==> src/rtl/network_send.sv <==
// network_send: buffers one packet from the transport send stage and frames
// it to the link stage as dst, src, len, payload[, checksum] over valid/ready.
// Optional feature macro: NETSEND_CSUM_EN adds the two's-complement checksum
// trailer byte (frame = len+4 bytes); without it the frame is len+3 bytes.
module network_send #(
  parameter int MAX_LEN = 64
) (
  input  logic       clk,
  input  logic       reset,
  input  logic [7:0] my_addr,
  input  logic [7:0] dest_addr,
  input  logic       sending,
  input  logic [7:0] packetIn,
  input  logic       tx_ready,
  output logic       tx_valid,
  output logic [7:0] tx_data,
  output logic       busy,
  output logic       overflow
);

  localparam int         AW        = (MAX_LEN > 1) ? $clog2(MAX_LEN) : 1;
  localparam logic [7:0] MAX_LEN_B = 8'(MAX_LEN);

`ifdef NETSEND_CSUM_EN
  typedef enum logic [2:0] {
    IDLE = 3'd0, COLLECT = 3'd1, DROP = 3'd2, HDR_DST = 3'd3,
    HDR_SRC = 3'd4, HDR_LEN = 3'd5, PAYLOAD = 3'd6, CSUM = 3'd7
  } state_t;
`else
  typedef enum logic [2:0] {
    IDLE = 3'd0, COLLECT = 3'd1, DROP = 3'd2, HDR_DST = 3'd3,
    HDR_SRC = 3'd4, HDR_LEN = 3'd5, PAYLOAD = 3'd6
  } state_t;
`endif

  state_t        state_r;
  logic [7:0]    buf_r [MAX_LEN];
  logic [7:0]    wptr_r;
  logic [7:0]    rptr_r;
  logic [7:0]    len_r;
  logic [7:0]    dst_r;
  logic          tx_valid_r;
  logic [7:0]    tx_data_r;
  logic          busy_r;
  logic          overflow_r;

  logic          xfer_s;
  logic          buf_we_s;
  logic          last_s;
  logic [AW-1:0] wr_idx_s;
  logic [AW-1:0] rd_idx_s;

`ifdef NETSEND_CSUM_EN
  logic [7:0]    csum_r;

  // Trailer byte that makes the 8-bit sum of the whole frame zero.
  function automatic logic [7:0] csum_trailer(input logic [7:0] sum);
    return ~sum + 8'd1;
  endfunction
`endif

  assign tx_valid = tx_valid_r;
  assign tx_data  = tx_data_r;
  assign busy     = busy_r;
  assign overflow = overflow_r;

  // Handshake, buffer write enable and prefetch address for the next payload byte.
  always_comb begin
    xfer_s   = tx_valid_r & tx_ready;
    buf_we_s = 1'b0;
    wr_idx_s = AW'(wptr_r);
    rd_idx_s = AW'(rptr_r + 8'd1);
    last_s   = (rptr_r == (len_r - 8'd1));
    case (state_r)
      IDLE: begin
        buf_we_s = sending;
        wr_idx_s = '0;
      end
      COLLECT: begin
        if (sending && (wptr_r < MAX_LEN_B)) begin
          buf_we_s = 1'b1;
        end else begin
          buf_we_s = 1'b0;
        end
      end
      HDR_LEN: rd_idx_s = '0;
      default: buf_we_s = 1'b0;
    endcase
  end

  // Packet buffer storage; contents need no reset since len gates every read.
  always_ff @(posedge clk) begin
    if (buf_we_s) begin
      buf_r[wr_idx_s] <= packetIn;
    end
  end

`ifdef NETSEND_CSUM_EN
  // Running frame sum, accumulated on every accepted byte and cleared when idle.
  always_ff @(posedge clk or negedge reset) begin
    if (!reset) begin
      csum_r <= 8'd0;
    end else if (state_r == IDLE) begin
      csum_r <= 8'd0;
    end else if (xfer_s) begin
      csum_r <= csum_r + tx_data_r;
    end
  end
`endif

  // Framer state machine; tx byte is preloaded so outputs stay registered.
  always_ff @(posedge clk or negedge reset) begin
    if (!reset) begin
      state_r    <= IDLE;
      wptr_r     <= 8'd0;
      rptr_r     <= 8'd0;
      len_r      <= 8'd0;
      dst_r      <= 8'd0;
      tx_valid_r <= 1'b0;
      tx_data_r  <= 8'd0;
      busy_r     <= 1'b0;
      overflow_r <= 1'b0;
    end else begin
      overflow_r <= 1'b0;
      case (state_r)
        IDLE: begin
          if (sending) begin
            dst_r   <= dest_addr;
            wptr_r  <= 8'd1;
            busy_r  <= 1'b1;
            state_r <= COLLECT;
          end
        end
        COLLECT: begin
          if (sending) begin
            if (wptr_r < MAX_LEN_B) begin
              wptr_r <= wptr_r + 8'd1;
            end else begin
              overflow_r <= 1'b1;
              state_r    <= DROP;
            end
          end else begin
            len_r      <= wptr_r;
            rptr_r     <= 8'd0;
            tx_valid_r <= 1'b1;
            tx_data_r  <= dst_r;
            state_r    <= HDR_DST;
          end
        end
        DROP: begin
          if (!sending) begin
            wptr_r  <= 8'd0;
            busy_r  <= 1'b0;
            state_r <= IDLE;
          end
        end
        HDR_DST: begin
          if (xfer_s) begin
            tx_data_r <= my_addr;
            state_r   <= HDR_SRC;
          end
        end
        HDR_SRC: begin
          if (xfer_s) begin
            tx_data_r <= len_r;
            state_r   <= HDR_LEN;
          end
        end
        HDR_LEN: begin
          if (xfer_s) begin
            tx_data_r <= buf_r[rd_idx_s];
            state_r   <= PAYLOAD;
          end
        end
        PAYLOAD: begin
          if (xfer_s) begin
            if (last_s) begin
`ifdef NETSEND_CSUM_EN
              tx_data_r  <= csum_trailer(csum_r + tx_data_r);
              state_r    <= CSUM;
`else
              tx_valid_r <= 1'b0;
              tx_data_r  <= 8'd0;
              busy_r     <= 1'b0;
              wptr_r     <= 8'd0;
              rptr_r     <= 8'd0;
              state_r    <= IDLE;
`endif
            end else begin
              rptr_r    <= rptr_r + 8'd1;
              tx_data_r <= buf_r[rd_idx_s];
            end
          end
        end
`ifdef NETSEND_CSUM_EN
        CSUM: begin
          if (xfer_s) begin
            tx_valid_r <= 1'b0;
            tx_data_r  <= 8'd0;
            busy_r     <= 1'b0;
            wptr_r     <= 8'd0;
            rptr_r     <= 8'd0;
            state_r    <= IDLE;
          end
        end
`endif
        default: begin
          tx_valid_r <= 1'b0;
          busy_r     <= 1'b0;
          state_r    <= IDLE;
        end
      endcase
    end
  end

endmodule

==> config.mk <==
export PLATFORM = sky130hd
export DESIGN_NAME = network_send
export DESIGN_NICKNAME = d
export VERILOG_FILES = /design/src/rtl/network_send.sv
export SDC_FILE = /design/constraint.sdc
export NUM_CORES = 1
export LEC_CHECK = 0
export CAP_MARGIN = 0
export CORE_ASPECT_RATIO = 0.7
export CORE_MARGIN = 8
export CORE_UTILIZATION = 56
export CTS_CLUSTER_DIAMETER = 50
export DETAILED_ROUTE_END_ITERATION = 10
export PLACE_DENSITY = 0.75
export RECOVER_POWER = 100
export SETUP_SLACK_MARGIN = 0.05
export SLEW_MARGIN = 40
export SYNTH_ARGS = -nofsm -noshare
export SYNTH_HDL_FRONTEND = slang
export SYNTH_SLANG_ARGS = --single-unit
==> constraint.sdc <==
create_clock -name clk -period 2.5 [get_ports clk]
set_input_delay 0.375 -clock clk [delete_from_list [all_inputs] [get_ports clk]]
set_output_delay 0.375 -clock clk [all_outputs]
set_load 0.02 [all_outputs]
==> images/m3.png <==
The bar under the picture is 100 um long.
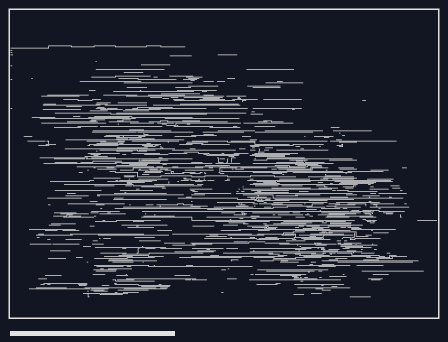
share of all routed wire	16%
main direction	horizontal
longest straight run	126 um
wire length on this layer	11500 um

==> images/placed.png <==
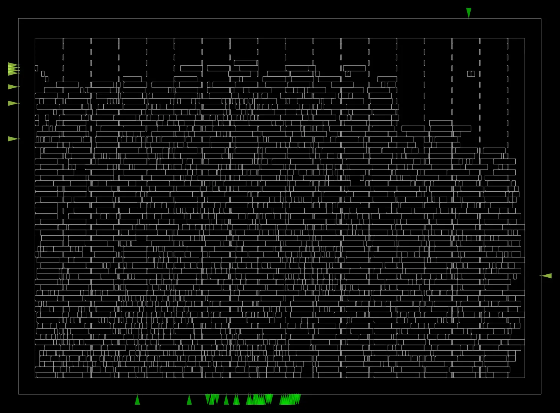
final core utilization: 71.02%
Seq cells: 558

==> images/port_trees.png <==
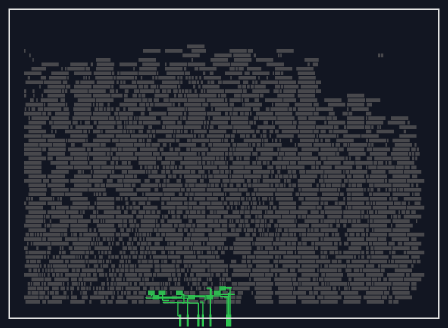
port	colour	direction	edge	end cells	buffers	wire
`dest_addr`	green	input	south	8	8	250 um

==> flow_summary_export.csv <==
group,metric,value,unit
status,status,"complete, but fails checks",
status,violations,"capacitance limit, slew limit, setup timing",
detailed_routing,wl_per_cell,29.43,um
cells_and_area,clkbuf_count,65,
synthesis,yosys_area,23290,um^2
power_and_ir_drop,power_switching,9.101,mW
detailed_routing,drt-vias-per-instance,6.876,
die,design.core.area,41040,um^2
cells_and_area,largest_reg_flops,512,
power_and_ir_drop,power-top-group,"registers",
synthesis,syn_inst,1590,
synthesis,synth-adder-area-share,0.1612,%
setup_path,r2r-start,"rptr_r[0]",
power_and_ir_drop,clkPwrFrac,27.0,%
global_route,top_usage_layer,"met1",
cells_and_area,stdcell_area,29140,um^2
setup_path,critPathSlowestCell,"dfrtp_4",
sta,fmax,367.1,MHz
cells_and_area,buffers_excl_clock,395,
die,fp_util,56.76,%
setup_path,crit_path_max_incr_delay,0.52,ns
clock_tree,post_cts_buffers,1,
flow_run,drv_cap,5,
detailed_routing,ant_nets,0,
global_route,antenna_found_initial,0,
die,fp.dieH,186.6,um
detailed_routing,top_layer,"met4",
clock_tree,hold_buffers,1,
power_and_ir_drop,powerComb,9.44,mW
global_route,grt_max_degree,65,
setup_path,worstSetupEndpointType,"register",
setup_path,path_max_fanout,16,
power_and_ir_drop,leakage,10.04,nW
sta,drv_slew,221,
detailed_routing,drc,0,
cells_and_area,area_growth,25.13,%
setup_path,worstSetupStartpointType,"register",
sta,setup_violations,40,
sta,fin_ws,-0.2238,ns
==> images/m2.png <==
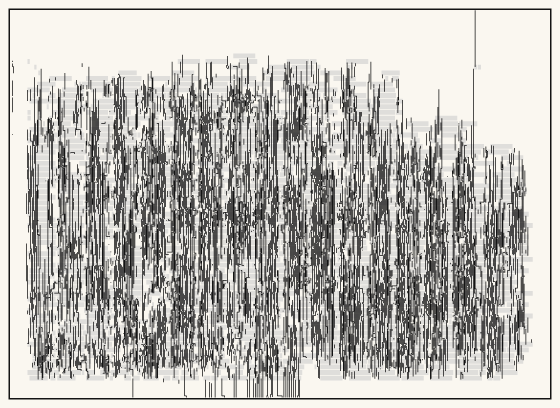
share of all routed wire	44%
longest straight run	64.6 um

==> images/class_map.png <==
Fill, decap, tap and diode cells in grey.
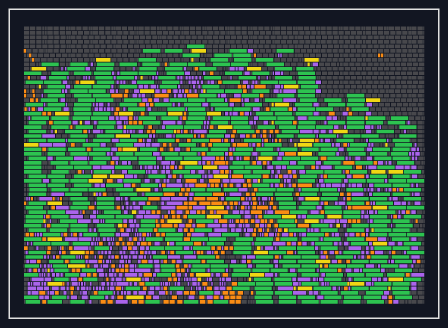
class	colour	cells	share of their area
registers	green	558	58%
clock drivers and dummy loads	yellow	86	5.4%
remaining buffers and delay cells	orange	395	12%
remaining logic cells	purple	913	25%

Power and IR drop assume default switching activity.
